m1.png
Bar = 50 µm.
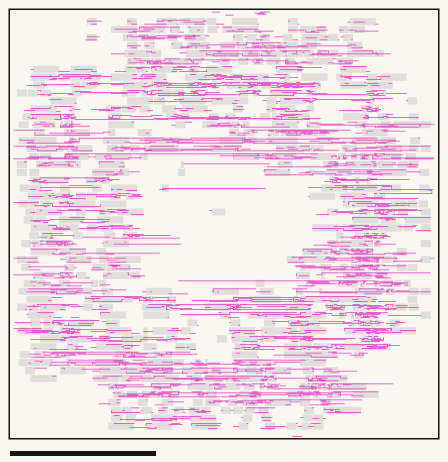
m2.png
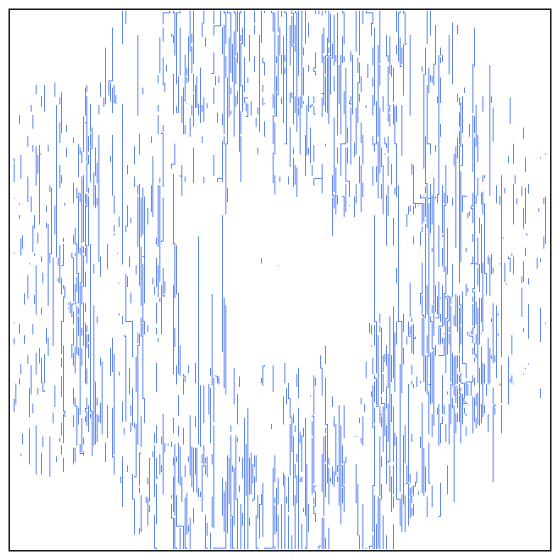
m3.png
Bar = 50 µm.
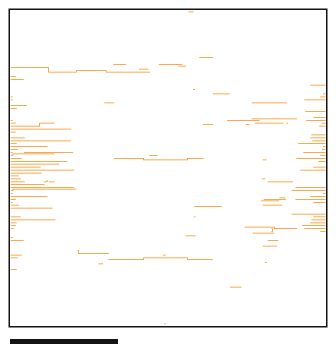
m4.png
Bar = 50 µm.
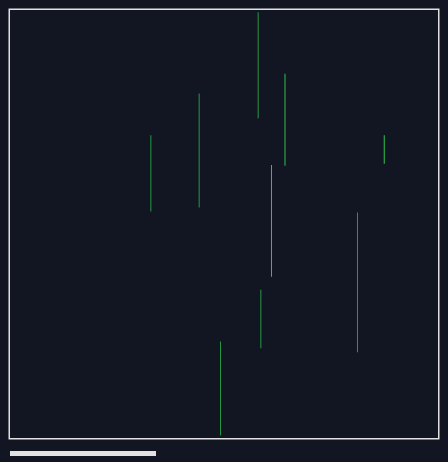
===== src/rtl/cdb_arbiter.sv =====
// cdb_arbiter: round-robin arbiter sharing one registered Common Data Bus among
// ALU, MULT and LSU results, with one holding slot per requester.
`ifndef ROB_TAG_LEN
`define ROB_TAG_LEN 6
`endif
`ifndef XLEN
`define XLEN 32
`endif
module cdb_arbiter #(
  parameter int NUM_REQ = 3,
  parameter int TAG_W = `ROB_TAG_LEN,
  parameter int DATA_W = `XLEN,
  parameter int IDX_W = $clog2(NUM_REQ)
) (
  input  logic                      clock,
  input  logic                      reset,
  input  logic                      squash,
  input  logic [NUM_REQ-1:0]        req_valid,
  input  logic [NUM_REQ*TAG_W-1:0]  req_tag,
  input  logic [NUM_REQ*DATA_W-1:0] req_value,
  output logic [NUM_REQ-1:0]        req_ready,
  output logic                      cdb_valid,
  output logic [TAG_W-1:0]          cdb_tag,
  output logic [DATA_W-1:0]         cdb_value,
  output logic [IDX_W-1:0]          cdb_src,
  output logic [NUM_REQ-1:0]        pending
);
  localparam logic [IDX_W:0] L_N = (IDX_W+1)'(NUM_REQ);
  localparam logic [IDX_W:0] L_ONE = (IDX_W+1)'(1);
  logic [NUM_REQ-1:0] r_hold_vld;
  logic [TAG_W-1:0]   r_hold_tag [NUM_REQ];
  logic [DATA_W-1:0]  r_hold_val [NUM_REQ];
  logic [IDX_W-1:0]   r_rr_ptr;
  logic               r_cdb_valid;
  logic [TAG_W-1:0]   r_cdb_tag;
  logic [DATA_W-1:0]  r_cdb_value;
  logic [IDX_W-1:0]   r_cdb_src;
  logic [NUM_REQ-1:0] w_rot, w_grant, w_acc;
  logic [IDX_W:0]     w_off, w_sum, w_inc;
  logic [IDX_W-1:0]   w_win, w_nxt;
  logic               w_any;
  // Rotate occupancy so bit 0 is rr_ptr; the lowest set bit is the winner's offset.
  always_comb begin
    w_rot = NUM_REQ'({r_hold_vld, r_hold_vld} >> r_rr_ptr);
    w_off = '0;
    for (int i = NUM_REQ-1; i >= 0; i--) if (w_rot[i]) w_off = i[IDX_W:0];
    w_sum = {1'b0, r_rr_ptr} + w_off;
    w_win = (w_sum >= L_N) ? IDX_W'(w_sum - L_N) : w_sum[IDX_W-1:0];
    w_inc = {1'b0, w_win} + L_ONE;
    w_nxt = (w_inc == L_N) ? '0 : w_inc[IDX_W-1:0];
    w_any = |r_hold_vld;
    w_grant = w_any ? (NUM_REQ'(1) << w_win) : '0;
    req_ready = {NUM_REQ{~squash}} & (~r_hold_vld | w_grant);
    w_acc = req_valid & req_ready;
  end
  always_ff @(posedge clock or posedge reset) begin
    if (reset) begin
      r_hold_vld <= '0;
      r_rr_ptr <= '0;
      r_cdb_valid <= 1'b0;
      r_cdb_tag <= '0;
      r_cdb_value <= '0;
      r_cdb_src <= '0;
      for (int i = 0; i < NUM_REQ; i++) begin
        r_hold_tag[i] <= '0;
        r_hold_val[i] <= '0;
      end
    end else if (squash) begin
      r_hold_vld <= '0;
      r_cdb_valid <= 1'b0;
    end else begin
      r_cdb_valid <= w_any;
      if (w_any) begin
        r_cdb_tag <= r_hold_tag[w_win];
        r_cdb_value <= r_hold_val[w_win];
        r_cdb_src <= w_win;
        r_rr_ptr <= w_nxt;
      end
      // Tag 0 completes the handshake but is dropped rather than stored.
      for (int i = 0; i < NUM_REQ; i++) begin
        if (w_acc[i] && req_tag[i*TAG_W +: TAG_W] != '0) begin
          r_hold_vld[i] <= 1'b1;
          r_hold_tag[i] <= req_tag[i*TAG_W +: TAG_W];
          r_hold_val[i] <= req_value[i*DATA_W +: DATA_W];
        end else if (w_grant[i]) begin
          r_hold_vld[i] <= 1'b0;
        end
      end
    end
  end
  assign cdb_valid = r_cdb_valid;
  assign cdb_tag = r_cdb_tag;
  assign cdb_value = r_cdb_value;
  assign cdb_src = r_cdb_src;
  assign pending = r_hold_vld;
endmodule


===== config.mk =====
export PLATFORM = sky130hd
export DESIGN_NAME = cdb_arbiter
export DESIGN_NICKNAME = d
export VERILOG_FILES = /design/src/rtl/cdb_arbiter.sv
export SDC_FILE = /design/constraint.sdc
export NUM_CORES = 1
export LEC_CHECK = 0
export CELL_PAD_IN_SITES_DETAIL_PLACEMENT = 0
export CELL_PAD_IN_SITES_GLOBAL_PLACEMENT = 2
export CORE_MARGIN = 2
export CORE_UTILIZATION = 34
export CTS_BUF_LIST = sky130_fd_sc_hd__clkbuf_4 sky130_fd_sc_hd__clkbuf_8
export DETAILED_ROUTE_END_ITERATION = 7
export PLACE_DENSITY = 0.91
export SLEW_MARGIN = 20
export SYNTH_ARGS = -nofsm -noshare
export SYNTH_HDL_FRONTEND = slang
export SYNTH_SLANG_ARGS = --single-unit

===== constraint.sdc =====
create_clock -name clock -period 6.7 [get_ports clock]
set_input_delay 1.34 -clock clock [delete_from_list [all_inputs] [get_ports clock]]
set_output_delay 1.34 -clock clock [all_outputs]
set_load 0.005 [all_outputs]

==> impl_metrics.ini <==
; implementation run metrics
[clock_network]
cts_tree = done
insertion_delay_ns = 0.44
ctsRootBufferMaster = clkbuf_8
cts_setup_buffers = 0
cts_buffer_depth = 2

[sta]
fmax_mhz = 190
whs_ns = 0.502
finalCriticalPeriod_ns = 5.27
setup_tns_ns = 0
finalSetupViolCount = 0
relSlewSlack_pct = 33.4
worstMarginPinSlew_ns = 0.999
finClkSkew_ns = 0.0125

[critical_path]
worst-r2r-setup-slack_ns = 2.42
cp-start-kind = flip-flop
path_cells = nand2b_1 -> nor2_1 -> a211oi_1 -> a21oi_1 -> ha_1 -> fa_1 -> ha_1 -> or4b_4 -> o211ai_2 -> nor2b_1 -> clkdlybuf4s50_1
crit_path_max_incr_delay_ns = 0.57
r2r_end = cdb_tag[2]
crit_path_top_delay_cell = or4b_4
r2r_cells = 11
critPathTopFamily = adder cells
startpoint = pending[2]
worst-path-stages = 11

[routing]
ant_nets = 0
drc_errors = 0

[synthesis]
synth.most_common_cell = dfrtp_1
synth_cells = 513
mux_share_pct = 25.2
synth.avg_cell_area_um2 = 13.5
ys_cells = 513
yosysChipArea_um2 = 6930
edf_count = 0

[grt]
grt_pass1_vias = 5194
antenna_found_initial = 0

[cells_and_area]
diodes = 0
seq_share_pct = 43.3
clock_buffers = 24
inv_count = 3
seq_cells = 160
final_cells = 958
clock_tree_area_fraction_pct = 4.37
comb_area_um2 = 2740
drive_gt1_share_pct = 23.7
seqCellArea_um2 = 4000
buf_share_pct = 18.9
area_dominant_class = registers
final_util_pct = 46.0

[pwr]
ir_worst_vdd_mv = 0.402
power.leakage_nw = 4.01

[status]
status = completed

[placed_design]
postPlaceCellArea_um2 = 8840
placed_cells_incl_taps = 926
pre_cts_ws_ns = 1.91

[floorplanning]
tap_cells = 270
ios = 167
fp.dieW_um = 147

[job]
maxCapViolations = 0

[min_path]
hold_start = cdb_value[11]
-- m1.png (at the start) --
wire length on this layer	8260 µm
main direction	horizontal

-- m2.png (at the start) --
nets with wire on the layer	710
share of all routed wire	48%
main direction	vertical
longest straight run	56.4 µm
wire length on this layer	8990 µm

-- m3.png (at the start) --
share of all routed wire	6.0%
nets with wire on the layer	108
Post-Route WL: 18600 µm
M3 GR Usage: 5.37%
vias: 4823

-- m4.png (at the start) --
wire length on this layer	279 µm
longest straight run	47.6 µm
nets with wire on the layer	6
share of all routed wire	1.5%

-- power breakdown --
group	leakage, nW	switching [W]	total [W]	internal [W]
combinational	1.91	0.00129	0.00256	0.00126
sequential	1.89	0.000281	0.00174	0.00146
clock	0.201	0.000354	0.000728	0.000373
total	4.01	0.00193	0.00503	0.00310
-- layer usage --
| layer | up-vias | track usage [%] | routed length [µm] |
|---|---|---|---|
| met1 | 2447 | 23.3 | 8260 |
| met4 | 0 | 5.19 | 278 |
| met3 | 21 | 5.37 | 1120 |
| met2 | 154 | 28.6 | 8990 |
| li1 | 2201 | - | - |
| met5 | - | 0 | 0 |
-- registers in the layout, summed over array words and instances (netlist names) --
name	count
r_rr_ptr	2
cdb_src	2
cdb_valid	1
cdb_value	32
r_hold_val	96
cdb_tag	6
r_hold_tag	18
pending	3
Power figures rest on the tool's default switching activity, not on a simulated workload.
